[config.mk]
export PLATFORM = sky130hd
export DESIGN_NAME = v_load_seq
export DESIGN_NICKNAME = d
export VERILOG_FILES = /design/src/rtl/v_load_seq.sv
export SDC_FILE = /design/constraint.sdc
export NUM_CORES = 1
export LEC_CHECK = 0
export CORE_ASPECT_RATIO = 2
export CORE_MARGIN = 2
export CORE_UTILIZATION = 50
export CTS_CLUSTER_DIAMETER = 100
export DETAILED_ROUTE_END_ITERATION = 7
export PLACE_DENSITY = 0.86
export SYNTH_ARGS = -nofsm -noshare
export SYNTH_HDL_FRONTEND = slang
export SYNTH_SLANG_ARGS = --single-unit
[constraint.sdc]
create_clock -name clk_i -period 2.3 [get_ports clk_i]
set_input_delay 0.46 -clock clk_i [delete_from_list [all_inputs] [get_ports clk_i]]
set_output_delay 0.46 -clock clk_i [all_outputs]
set_load 0.05 [all_outputs]
[src/rtl/v_load_seq.sv]
// Vector load sequencer: packs a serial element stream into lane-aligned, per-lane masked
// register-file writes. Latency from command to done is len + ceil(len/lanes_p) + 1 cycles
// with an unbroken stream. Stream bubbles stall FILL, and commands wait until IDLE.
module v_load_seq #(
    parameter int vlen_p  = 8,
    parameter int vdw_p   = 32,
    parameter int lanes_p = 4,
    localparam int addr_width_lp = (vlen_p == 1) ? 1 : $clog2(vlen_p),
    localparam int len_width_lp  = $clog2(vlen_p + 1),
    localparam int lane_width_lp = (lanes_p == 1) ? 1 : $clog2(lanes_p)
) (
    input  logic                                   clk_i,
    input  logic                                   reset_n_i,
    input  logic                                   cmd_v_i,
    input  logic [len_width_lp-1:0]                cmd_len_i,
    output logic                                   cmd_ready_o,
    input  logic                                   data_v_i,
    input  logic [vdw_p-1:0]                       data_i,
    output logic                                   data_ready_o,
    output logic [lanes_p-1:0][addr_width_lp-1:0]  w_addr_o,
    output logic [lanes_p-1:0][vdw_p-1:0]          w_data_o,
    output logic [lanes_p-1:0]                     w_en_o,
    output logic                                   busy_o,
    output logic                                   done_o
);

    typedef enum logic [1:0] {IDLE, FILL, FLUSH, DONE} state_e;

    state_e                                state_q, state_n;
    logic [len_width_lp-1:0]               len_q, k_q, k_plus1, cmd_len_clamped;
    logic [lanes_p-1:0]                    mask_q;
    logic [lanes_p-1:0][addr_width_lp-1:0] stage_addr_q;
    logic [lanes_p-1:0][vdw_p-1:0]         stage_data_q;
    logic [lane_width_lp-1:0]              lane;
    logic                                  cmd_acc, data_acc, beat_end;

    // Lane is fixed by element index, so every beat starts on a lanes_p boundary.
    assign lane            = (lanes_p == 1) ? '0 : k_q[lane_width_lp-1:0];
    assign k_plus1         = k_q + len_width_lp'(1);
    assign beat_end        = (lane == lane_width_lp'(lanes_p - 1)) || (k_plus1 == len_q);
    assign cmd_len_clamped = (cmd_len_i > len_width_lp'(vlen_p)) ? len_width_lp'(vlen_p) : cmd_len_i;
    assign cmd_acc         = cmd_v_i && (state_q == IDLE);
    assign data_acc        = data_v_i && (state_q == FILL);

    always_ff @(posedge clk_i or negedge reset_n_i) begin
        if (!reset_n_i) begin
            state_q <= IDLE;
        end else begin
            state_q <= state_n;
        end
    end

    always_comb begin
        state_n      = state_q;
        cmd_ready_o  = 1'b0;
        data_ready_o = 1'b0;
        busy_o       = 1'b1;
        done_o       = 1'b0;
        w_en_o       = '0;
        w_addr_o     = '0;
        w_data_o     = '0;
        case (state_q)
            IDLE: begin
                cmd_ready_o = 1'b1;
                busy_o      = 1'b0;
                if (cmd_v_i) begin
                    state_n = (cmd_len_clamped == '0) ? DONE : FILL;
                end
            end
            FILL: begin
                data_ready_o = 1'b1;
                if (data_v_i && beat_end) begin
                    state_n = FLUSH;
                end
            end
            FLUSH: begin
                w_en_o = mask_q;
                // Unwritten lanes present zeros rather than stale staging contents.
                for (int l = 0; l < lanes_p; l++) begin
                    if (mask_q[l]) begin
                        w_addr_o[l] = stage_addr_q[l];
                        w_data_o[l] = stage_data_q[l];
                    end
                end
                state_n = (k_q < len_q) ? FILL : DONE;
            end
            DONE: begin
                done_o  = 1'b1;
                state_n = IDLE;
            end
            default: state_n = IDLE;
        endcase
    end

    always_ff @(posedge clk_i or negedge reset_n_i) begin
        if (!reset_n_i) begin
            len_q        <= '0;
            k_q          <= '0;
            mask_q       <= '0;
            stage_addr_q <= '0;
            stage_data_q <= '0;
        end else begin
            if (cmd_acc) begin
                len_q  <= cmd_len_clamped;
                k_q    <= '0;
                mask_q <= '0;
            end
            if (data_acc) begin
                stage_data_q[lane] <= data_i;
                stage_addr_q[lane] <= addr_width_lp'(k_q);
                mask_q[lane]       <= 1'b1;
                k_q                <= k_plus1;
            end
            if (state_q == FLUSH) begin
                mask_q <= '0;
            end
        end
    end

endmodule

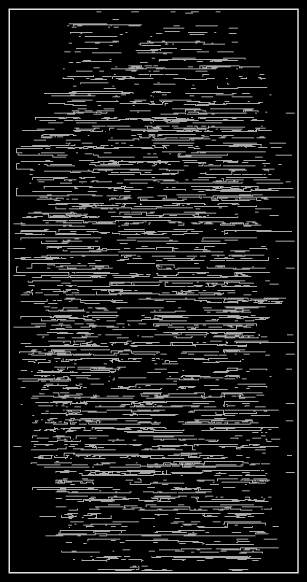
(images/layer_met1.png)
691 nets have wire on it. The wires run mostly horizontal.

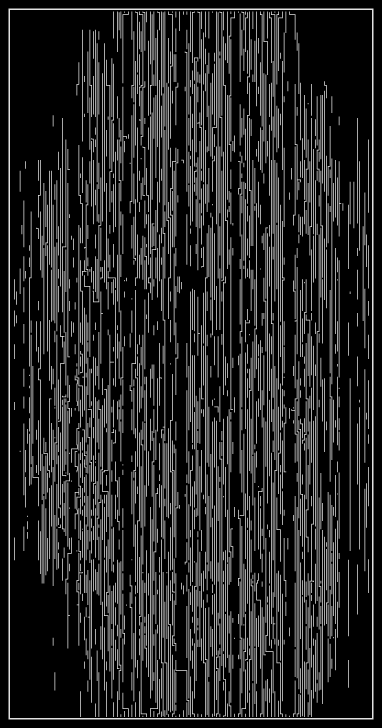
(images/layer_met2.png)
The layer holds 56% of the routed length. The layer carries 14,800 µm of wire. The wires run mostly vertical.

==> results.txt <==
Implementation results. The worst setup path is captured at an output port. Clock tree synthesis inserted a total of 17 buffers. Layout multi-input combinational cell count landed at 358.

Number of global-route vias before repair landed at 6,265. Summed over all instances, the cell type with the most area after synthesis is dfrtp_1. Looking at the clock tree report, the root buffer type is clkbuf_16. STA classifies the critical path startpoint as a flop.

Fraction of synthesis flops using an asynchronous set or reset pin landed at 100.0%. The run finished, with violations left. Clock skew on the completed layout was measured at about 0.0093 ns. The number of antenna violations at the first check in global routing came to 0. The worst setup path is of the reg -> out kind. The last timing report of the flow puts the setup violation total at 82. STA lists the endpoint of the worst register-to-register path as stage_data_q[24].

Final net count landed at between 700 and 800. Walking the worst path, the cells encountered are and2b_4 -> buf_12 -> buf_16 -> and3_1 -> buf_12. The checks that failed: setup timing. After layout, the clock buffer instance count stands at 18.

The die is 177.6 µm tall. Max-cap violation count landed at 0. Worst-case headroom to the max-slew limit landed at roughly 65%.

The timing report shows that the slowest cell on the worst path is dfrtp_2. Wire length after detailed routing landed at 26.15 mm. Number of antenna-violating nets in the routed design landed at 0. In the final layout, excluding clock buffers the buffer count is 208.

In the detailed route, the total length drawn on met3 is 1.085 mm. The clock drives between 150 and 200 sinks. The timing report attributes the biggest portion of critical-path delay to simple AND/OR/NAND/NOR gates.

Entering global routing, the biggest net connects approximately 62 pins. Measured along the x axis, the die boundary spans roughly 91 µm. Iteration count of the initial detailed-routing pass landed at 4. After layout, the worst setup slack is -0.06115 ns.

In the layout the commonest cells are dfrtp_1, buf_12, and3_4. CTS clock-pin slew for the worst setup and hold paths landed at 0.06 ns. Global-route met2 utilization landed at 56.22%. Fill cells in the final layout number 723. Instance area at placement landed at between 10,000 and 15,000 µm².

After technology mapping, the gate count stands at between 500 and 600. Per STA, the endpoint of the critical path is w_data_o[20]. The global routing report lists combined usage of all routing layers as 30.75%. Total non-filler cell area in the finished layout landed at 12,140 µm².

Static power due to leakage landed at 5.646 nW. Number of sequential cells in the layout landed at 154. When the netlist entered floorplanning its net count stood at about 610.
where the power goes:
| group | switching [mW] | total (mW) | internal, mW | leakage (nW) |
|---|---|---|---|---|
| combinational | 2.33 | 4.92 | 2.59 | 3.48 |
| clock | 1.15 | 2.86 | 1.72 | 0.284 |
| sequential | 1.07 | 5.10 | 4.03 | 1.88 |
flip-flops by register name, summed over array words and instances (netlist names):
name          count
state_q           2
len_q             4
stage_data_q    128
k_q               4
mask_q            4
stage_addr_q     12
metrics by stage:
stage | total power [mW] | hold WS, ns
after detailed placement | 9.380 | 0.4196
after global placement | 9.011 | 0.4137
after global routing | 13.34 | 0.5246
final | 12.89 | 0.4971
after floorplan | 7.979 | 0.1644
after CTS | 12.49 | 0.5017
Power figures rest on the tool's default switching activity, not on a simulated workload.
